`src/rtl/coeff_loader_if.sv`:
```
// Write-stream, status and read-port signals between the FIR control side and coeff_loader.
interface coeff_loader_if #(
  parameter int COEFF_WIDTH = 8,
  parameter int ADDR_WIDTH  = 3
);
  logic                   load_start;
  logic                   wr_valid;
  logic [COEFF_WIDTH-1:0] wr_data;
  logic                   wr_ready;
  logic                   busy;
  logic                   load_done;
  logic                   en;
  logic [ADDR_WIDTH-1:0]  addr;
  logic [COEFF_WIDTH-1:0] coeff_out;

  modport master (
    output load_start, wr_valid, wr_data, en, addr,
    input  wr_ready, busy, load_done, coeff_out
  );

  modport slave (
    input  load_start, wr_valid, wr_data, en, addr,
    output wr_ready, busy, load_done, coeff_out
  );
endinterface

```
`src/rtl/coeff_loader.sv`:
```
// Writable FIR coefficient bank: burst-loaded over a valid/ready stream, read through a
// 1-cycle registered port that is frozen while a load is in progress.
module coeff_loader #(
  parameter int COEFF_WIDTH = 8,
  parameter int ADDR_WIDTH  = 3
) (
  input  logic            clock,
  input  logic            reset,
  coeff_loader_if.slave   bus
);
  localparam int DEPTH = 2 ** ADDR_WIDTH;
  localparam logic [ADDR_WIDTH-1:0] LAST_IDX = ADDR_WIDTH'(DEPTH - 1);

  typedef enum logic [1:0] {
    S_IDLE = 2'd0,
    S_LOAD = 2'd1,
    S_DONE = 2'd2
  } state_t;

  state_t                 r_state;
  state_t                 w_next;
  logic [ADDR_WIDTH-1:0]  r_wptr;
  logic [COEFF_WIDTH-1:0] r_bank [DEPTH];
  logic [COEFF_WIDTH-1:0] r_coeff_p1;
  logic                   w_wr_en;
  logic                   w_last;
  logic                   w_rd_en;

  // Reset contents form a descending ramp DEPTH..1.
  function automatic logic [COEFF_WIDTH-1:0] default_coeff(input int idx);
    return COEFF_WIDTH'(DEPTH - idx);
  endfunction

  // A restart request wins over a same-cycle handshake, so that word is dropped.
  assign w_wr_en = bus.wr_valid && (r_state == S_LOAD) && !bus.load_start;
  assign w_last  = w_wr_en && (r_wptr == LAST_IDX);
  assign w_rd_en = bus.en && (r_state != S_LOAD);

  always_ff @(posedge clock) begin
    if (reset) begin
      r_state <= S_IDLE;
    end else begin
      r_state <= w_next;
    end
  end

  always_comb begin
    w_next = r_state;
    case (r_state)
      S_IDLE: if (bus.load_start) w_next = S_LOAD;
      S_LOAD: if (w_last)         w_next = S_DONE;
      S_DONE:                     w_next = S_IDLE;
      default:                    w_next = S_IDLE;
    endcase
  end

  always_comb begin
    bus.wr_ready  = (r_state == S_LOAD);
    bus.busy      = (r_state == S_LOAD);
    bus.load_done = (r_state == S_DONE);
  end

  // Write pointer wraps back to 0 only on the final write, which also leaves LOAD.
  always_ff @(posedge clock) begin
    if (reset) begin
      r_wptr <= '0;
    end else if (bus.load_start && (r_state != S_DONE)) begin
      r_wptr <= '0;
    end else if (w_wr_en) begin
      r_wptr <= r_wptr + ADDR_WIDTH'(1);
    end
  end

  always_ff @(posedge clock) begin
    if (reset) begin
      for (int i = 0; i < DEPTH; i++) begin
        r_bank[i] <= default_coeff(i);
      end
    end else if (w_wr_en) begin
      r_bank[r_wptr] <= bus.wr_data;
    end
  end

  // ---- read stage p1: registered bank lookup, held while loading ----
  always_ff @(posedge clock) begin
    if (reset) begin
      r_coeff_p1 <= '0;
    end else if (w_rd_en) begin
      r_coeff_p1 <= r_bank[bus.addr];
    end
  end

  assign bus.coeff_out = r_coeff_p1;
endmodule

```
`src/flat_wrapper.sv`:
```
// flat-port wrapper written by rule: the top's interface ports become plain ports
module coeff_loader_flat 
#(
  parameter int COEFF_WIDTH = 8,
  parameter int ADDR_WIDTH  = 3
)
  (clock, reset, bus_load_start, bus_wr_valid, bus_wr_data, bus_en, bus_addr, bus_wr_ready, bus_busy, bus_load_done, bus_coeff_out);
  coeff_loader_if #(.COEFF_WIDTH(COEFF_WIDTH), .ADDR_WIDTH(ADDR_WIDTH)) bus_i ();
  input  logic clock;
  input  logic reset;
  input wire logic [$bits(bus_i.load_start)-1:0] bus_load_start;
  input wire logic [$bits(bus_i.wr_valid)-1:0] bus_wr_valid;
  input wire logic [$bits(bus_i.wr_data)-1:0] bus_wr_data;
  input wire logic [$bits(bus_i.en)-1:0] bus_en;
  input wire logic [$bits(bus_i.addr)-1:0] bus_addr;
  output wire logic [$bits(bus_i.wr_ready)-1:0] bus_wr_ready;
  output wire logic [$bits(bus_i.busy)-1:0] bus_busy;
  output wire logic [$bits(bus_i.load_done)-1:0] bus_load_done;
  output wire logic [$bits(bus_i.coeff_out)-1:0] bus_coeff_out;
  assign bus_i.load_start = bus_load_start;
  assign bus_i.wr_valid = bus_wr_valid;
  assign bus_i.wr_data = bus_wr_data;
  assign bus_i.en = bus_en;
  assign bus_i.addr = bus_addr;
  assign bus_wr_ready = bus_i.wr_ready;
  assign bus_busy = bus_i.busy;
  assign bus_load_done = bus_i.load_done;
  assign bus_coeff_out = bus_i.coeff_out;
  coeff_loader #(.COEFF_WIDTH(COEFF_WIDTH), .ADDR_WIDTH(ADDR_WIDTH)) u_core (.clock(clock), .reset(reset), .bus(bus_i));
endmodule
```
`config.mk`:
```
export PLATFORM = sky130hd
export DESIGN_NAME = coeff_loader_flat
export DESIGN_NICKNAME = d
export VERILOG_FILES = /design/src/rtl/coeff_loader_if.sv /design/src/rtl/coeff_loader.sv /design/src/flat_wrapper.sv
export SDC_FILE = /design/constraint.sdc
export NUM_CORES = 1
export LEC_CHECK = 0
export ABC_AREA = 1
export CAP_MARGIN = 15
export CORE_MARGIN = 2
export CORE_UTILIZATION = 30
export DETAILED_ROUTE_END_ITERATION = 10
export GPL_TIMING_DRIVEN = 0
export SYNTH_ARGS = -nofsm -noshare
export SYNTH_HDL_FRONTEND = slang
export SYNTH_SLANG_ARGS = --single-unit
export TNS_END_PERCENT = 30
```
`constraint.sdc`:
```
create_clock -name clock -period 1.6 [get_ports clock]
set_input_delay 0.48 -clock clock [delete_from_list [all_inputs] [get_ports clock]]
set_output_delay 0.48 -clock clock [all_outputs]
set_load 0.05 [all_outputs]
```
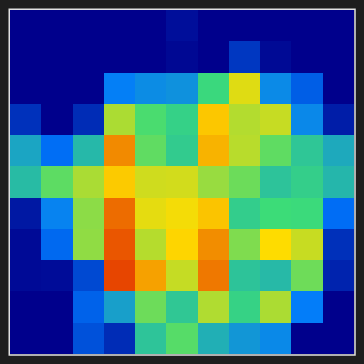
Fig. 1. Placement density heat map (run 1).
(3 px per um) The die is cut into 11 by 11 equal tiles; dark blue is low, red is high, 0 to 100% covered.
nearly empty tiles	26%
emptiest ninth of the die	top left
tiles over 75% full	9.9%
mean over tiles	34%
densest ninth of the die	middle
fullest tile	92%
final design utilization: 0.392
initial core utilization: 0.306
Placeable Area: 12000 um^2

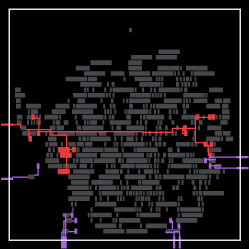
Fig. 2. Nets reached from selected ports (run 1).
(2 px per um)
port	color	bits	direction	end cells	buffers	wire
reset	red	1	input	15	2	189 um
bus_wr_data	purple	8	input	8	8	112 um
I/O pin count: 27
number of input and output port buffers inserted: 23

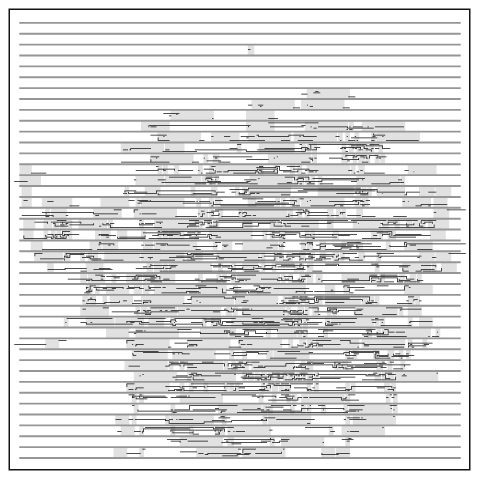
Fig. 3. Signal wires on met1 (run 1).
(4 px per um) Supply wires on this layer in gray.
share of all routed wire	44%
nets with wire on the layer	450
main direction	horizontal
longest straight run	57.5 um
wire length on this layer	4040 um
total wire length after detailed routing: 9.20 mm
vias: 2833
M1 GR Usage: 0.193

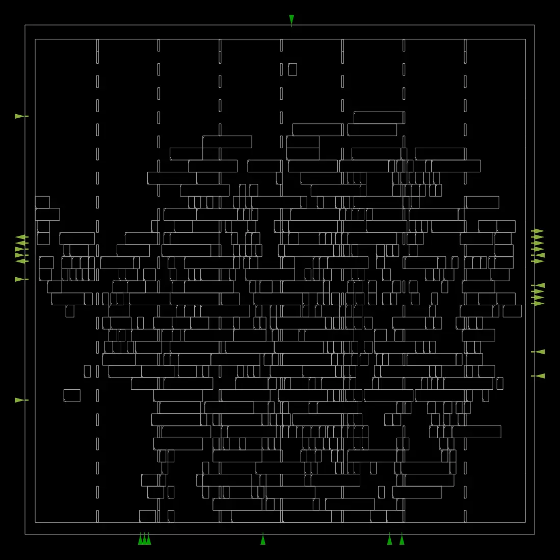
Fig. 4. Cell placement (run 1).
number of cell rows: 40
number of well taps: 147

==> summary.rpt, run 1 <==
==== FLOW RESULTS ====
----------------------------------------------------
[Placement]
  Weighted congestion at the end of routability-driven global placement ........................ around 0.86
  Detail Placement HPWL ........................ 6.45 mm

[Final layout]
  Area occupied by registers ........................ between 2000 and 2500 um^2
  Number of diodes added for antenna fixing ........................ 0
  Synth-to-Final Area Change ........................ 28.0%
  Signal buf overhead ........................ 0.0787
  Combinational gate area ........................ approximately 1400 um^2
  Number of inserted filler cells in the final layout ........................ between 1000 and 1500

[Synth]
  Synthesized instance count ........................ 415
  Area figure in the yosys stat output ........................ approximately 3700 um^2
  Syn Std Cell Area ........................ roughly 3700 um^2
  Cell types with the largest area share after synthesis ........................ sky130_fd_sc_hd__edfxtp_1 52%, sky130_fd_sc_hd__nand2_1 11%, sky130_fd_sc_hd__nand3_1 7.3%, sky130_fd_sc_hd__dfxtp_1 7.1%, sky130_fd_sc_hd__inv_1 6.4%
  Biggest area consumer among synthesized cells ........................ sky130_fd_sc_hd__edfxtp_1
  Part of the Yosys area used for sequential elements ........................ 0.593

[Timing]
  Hold Slack ........................ ~0.47 ns
  Worst Slack Setup Final ........................ 0.0415 ns
  Highest attainable clock frequency ........................ approximately 640 MHz
  Minimum period implied by the final worst setup slack ........................ approximately 1.6 ns
  Setup-failing EPs final ........................ 0

[Route]
  Routed len/inst ........................ 15.1 um
  Uppermost signal routing layer after detailed routing ........................ met4

[Setup path]
  Worst reg-to-reg path cell count ........................ 8
  Critical Path, Cell by Cell ........................ nor2_4 > buf_4 > buf_8
  Terminus of the critical flop-to-flop path ........................ u_core.r_bank[2][2]$_SDFFCE_PN1P_
  Cell type of the slowest stage on the worst timing path ........................ sky130_fd_sc_hd__dfxtp_1
  Highest cell delay on the worst timing path ........................ between 0.3 and 0.4 ns

[CTS]
  Number of CTS-inserted buffers ........................ 9
  Clock Sinks ........................ approximately 77
  Clock root buffer ........................ sky130_fd_sc_hd__clkbuf_16
  Bufs on Longest Clock Path ........................ 2

[Power and ir drop]
  Top pwr grp ........................ sequential cells
  Part of the total power dissipated in combinational logic ........................ 0.102
  Internal portion of total power ........................ 3780 uW
  Power density relative to cell area ........................ between 1000 and 1500 nW/um^2
  LEAKAGE ........................ 0.00208 uW

[Outcome]
  Outcome ........................ finished, final reports clean

[Global route]
  Global routing met3 resource utilization ........................ 0.0374

[Worst hold path]
  Min-Delay Startpoint ........................ u_core.bus.coeff_out[2]$_SDFFE_PP0P_

----------------------------------------------------
Fig. 5: run 1, placement by cell class
(3 px per um)
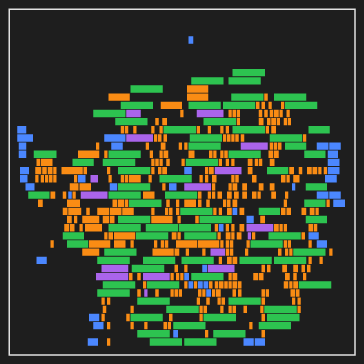

==> inputs of run 2 (changes only) <==
- clock period: 1.6 -> 1.7 ns (I/O delays scaled with it)
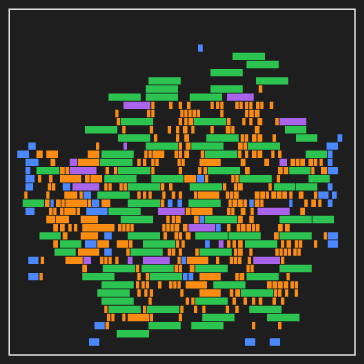
Fig. 6. Placement by cell class (run 2).
(3 px per um)
class	color	cells	share of their area
combinational and other logic	orange	325	37%
remaining buffers and delay cells	blue	44	7.5%
sequential cells	green	77	49%
clock drivers and dummy loads	purple	16	6.5%
final design utilization: 0.388
post-route design area: 4660 um^2
sequential fraction of total cell area: 0.469

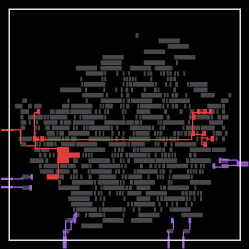
Fig. 7. Nets reached from selected ports (run 2).
(2 px per um)
port	color	bits	direction	end cells	buffers	wire
bus_wr_data	purple	8	input	8	8	87.0 um
reset	red	1	input	15	2	186 um

==> summary.rpt, run 2 <==
==== FLOW RESULTS ====
----------------------------------------------------
[Outcome]
  Outcome ........................ finished, final reports clean

[Global route]
  M1 GR Usage ........................ 0.191 (-0.00227)
  Global routing met3 resource utilization ........................ 0.0459 (+0.00843)
  Global-route wire length before repair ........................ between 10 and 15 mm

[Setup path]
  Crit path launch ........................ u_core.bus.coeff_out[7]$_SDFFE_PP0P_
  Terminus of the critical flop-to-flop path ........................ u_core.r_bank[7][2]$_SDFFCE_PN0P_
  Worst reg-to-reg path cell count ........................ 4 (-4)
  Cell type of the slowest stage on the worst timing path ........................ sky130_fd_sc_hd__clkdlybuf4s15_1
  Critical Path, Cell by Cell ........................ clkdlybuf4s15_1
  Highest cell delay on the worst timing path ........................ 0.50 ns (+0.16 ns)

[Final layout]
  Register ranked first by flip-flop count ........................ u_core.r_bank
  Combinational gate area ........................ 1350 um^2 (-0.83%)
  Number of inserted filler cells in the final layout ........................ 1196 (unchanged)
  Final #Nets ........................ 475
  Non-clock buffer instance count of the final layout ........................ 44
  Synth-to-Final Area Change ........................ 26.6%
  Signal buf overhead ........................ 0.0723 (-0.00641)
  Number of diodes added for antenna fixing ........................ 1 (+1)
  Share of the final layout cell area in multi-input gates ........................ 0.289
  Ratio of cells with drive above 1 in the final layout ........................ 0.175
  Area occupied by registers ........................ 2180 um^2 (unchanged)

[Floorplan]
  I/O pin count ........................ 27 (unchanged)
  Placeable Area ........................ 12000 um^2 (unchanged)
  Initial core utilization ........................ 0.306 (unchanged)
  Number of cell rows ........................ 40 (unchanged)
  Number of well taps ........................ 147 (unchanged)

[CTS]
  Clock Sinks ........................ 77 (unchanged)
  Bufs on Longest Clock Path ........................ 2 (unchanged)
  Number of CTS-inserted buffers ........................ 9 (unchanged)
  Clock root buffer ........................ sky130_fd_sc_hd__clkbuf_16
  Clock-pin slew reported for the worst setup and hold paths after clock tree synthesis ........................ 0.05 ns

[Route]
  Vias ........................ 2788 (-1.6%)
  Drt initial violations ........................ approximately 210
  Total wire length after detailed routing ........................ 8.84 mm (-3.9%)
  Routed len/inst ........................ 14.5 um (-4.1%)
  Uppermost signal routing layer after detailed routing ........................ met4

[Timing]
  Setup-failing EPs final ........................ 0 (unchanged)
  Hold Slack ........................ 0.466 ns (-0.00638 ns)
  Highest attainable clock frequency ........................ around 600 MHz
  Worst Slack Setup Final ........................ 0.0370 ns (-0.00451 ns)
  Minimum period implied by the final worst setup slack ........................ between 1.5 and 2 ns

[Synth]
  Part of the Yosys area used for sequential elements ........................ 0.593 (unchanged)
  Area figure in the yosys stat output ........................ 3680 um^2 (unchanged)
  Mux contribution to synthesized area ........................ 0
  Largest type area fraction ........................ 0.522
  Synthesized instance count ........................ 415 (unchanged)
  Syn Std Cell Area ........................ 3680 um^2 (unchanged)
  Biggest area consumer among synthesized cells ........................ sky130_fd_sc_hd__edfxtp_1
  Adders+Majority by Area ........................ 0.00680

[Power and ir drop]
  Total sequential power ........................ between 2000 and 2500 uW
  Internal portion of total power ........................ 3370 uW (-11%)
  Part of the total power dissipated in combinational logic ........................ 0.105 (+0.003)
  Top pwr grp ........................ sequential cells
  LEAKAGE ........................ 0.00205 uW (-1.5%)
  Switch Pwr ........................ about 1100 uW
  Power density relative to cell area ........................ 959 nW/um^2 (-8.5%)
  Clock network fraction of total power ........................ 0.420

[Worst hold path]
  Number of cells on the worst hold path ........................ 2
  Min-Delay Startpoint ........................ u_core.bus.coeff_out[7]$_SDFFE_PP0P_

[Placement]
  Number of input and output port buffers inserted ........................ 23 (unchanged)
  Weighted congestion at the end of routability-driven global placement ........................ 0.820 (-4.9%)

----------------------------------------------------
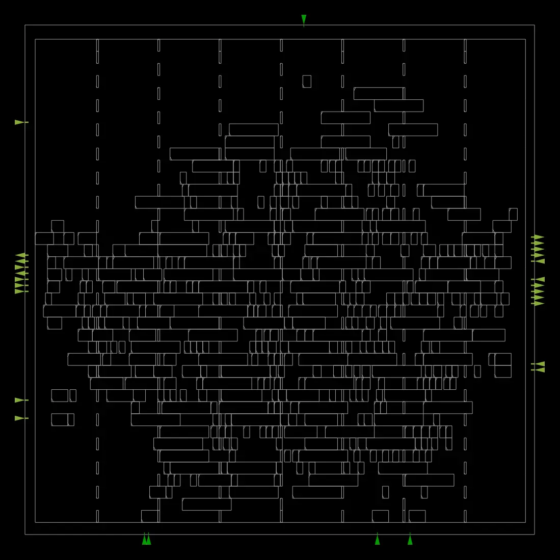
Fig. 8. Cell placement (run 2).
Flop Count: 77
Layout Cells excl Fill: 610

Power is estimated from default activity; no workload was simulated.
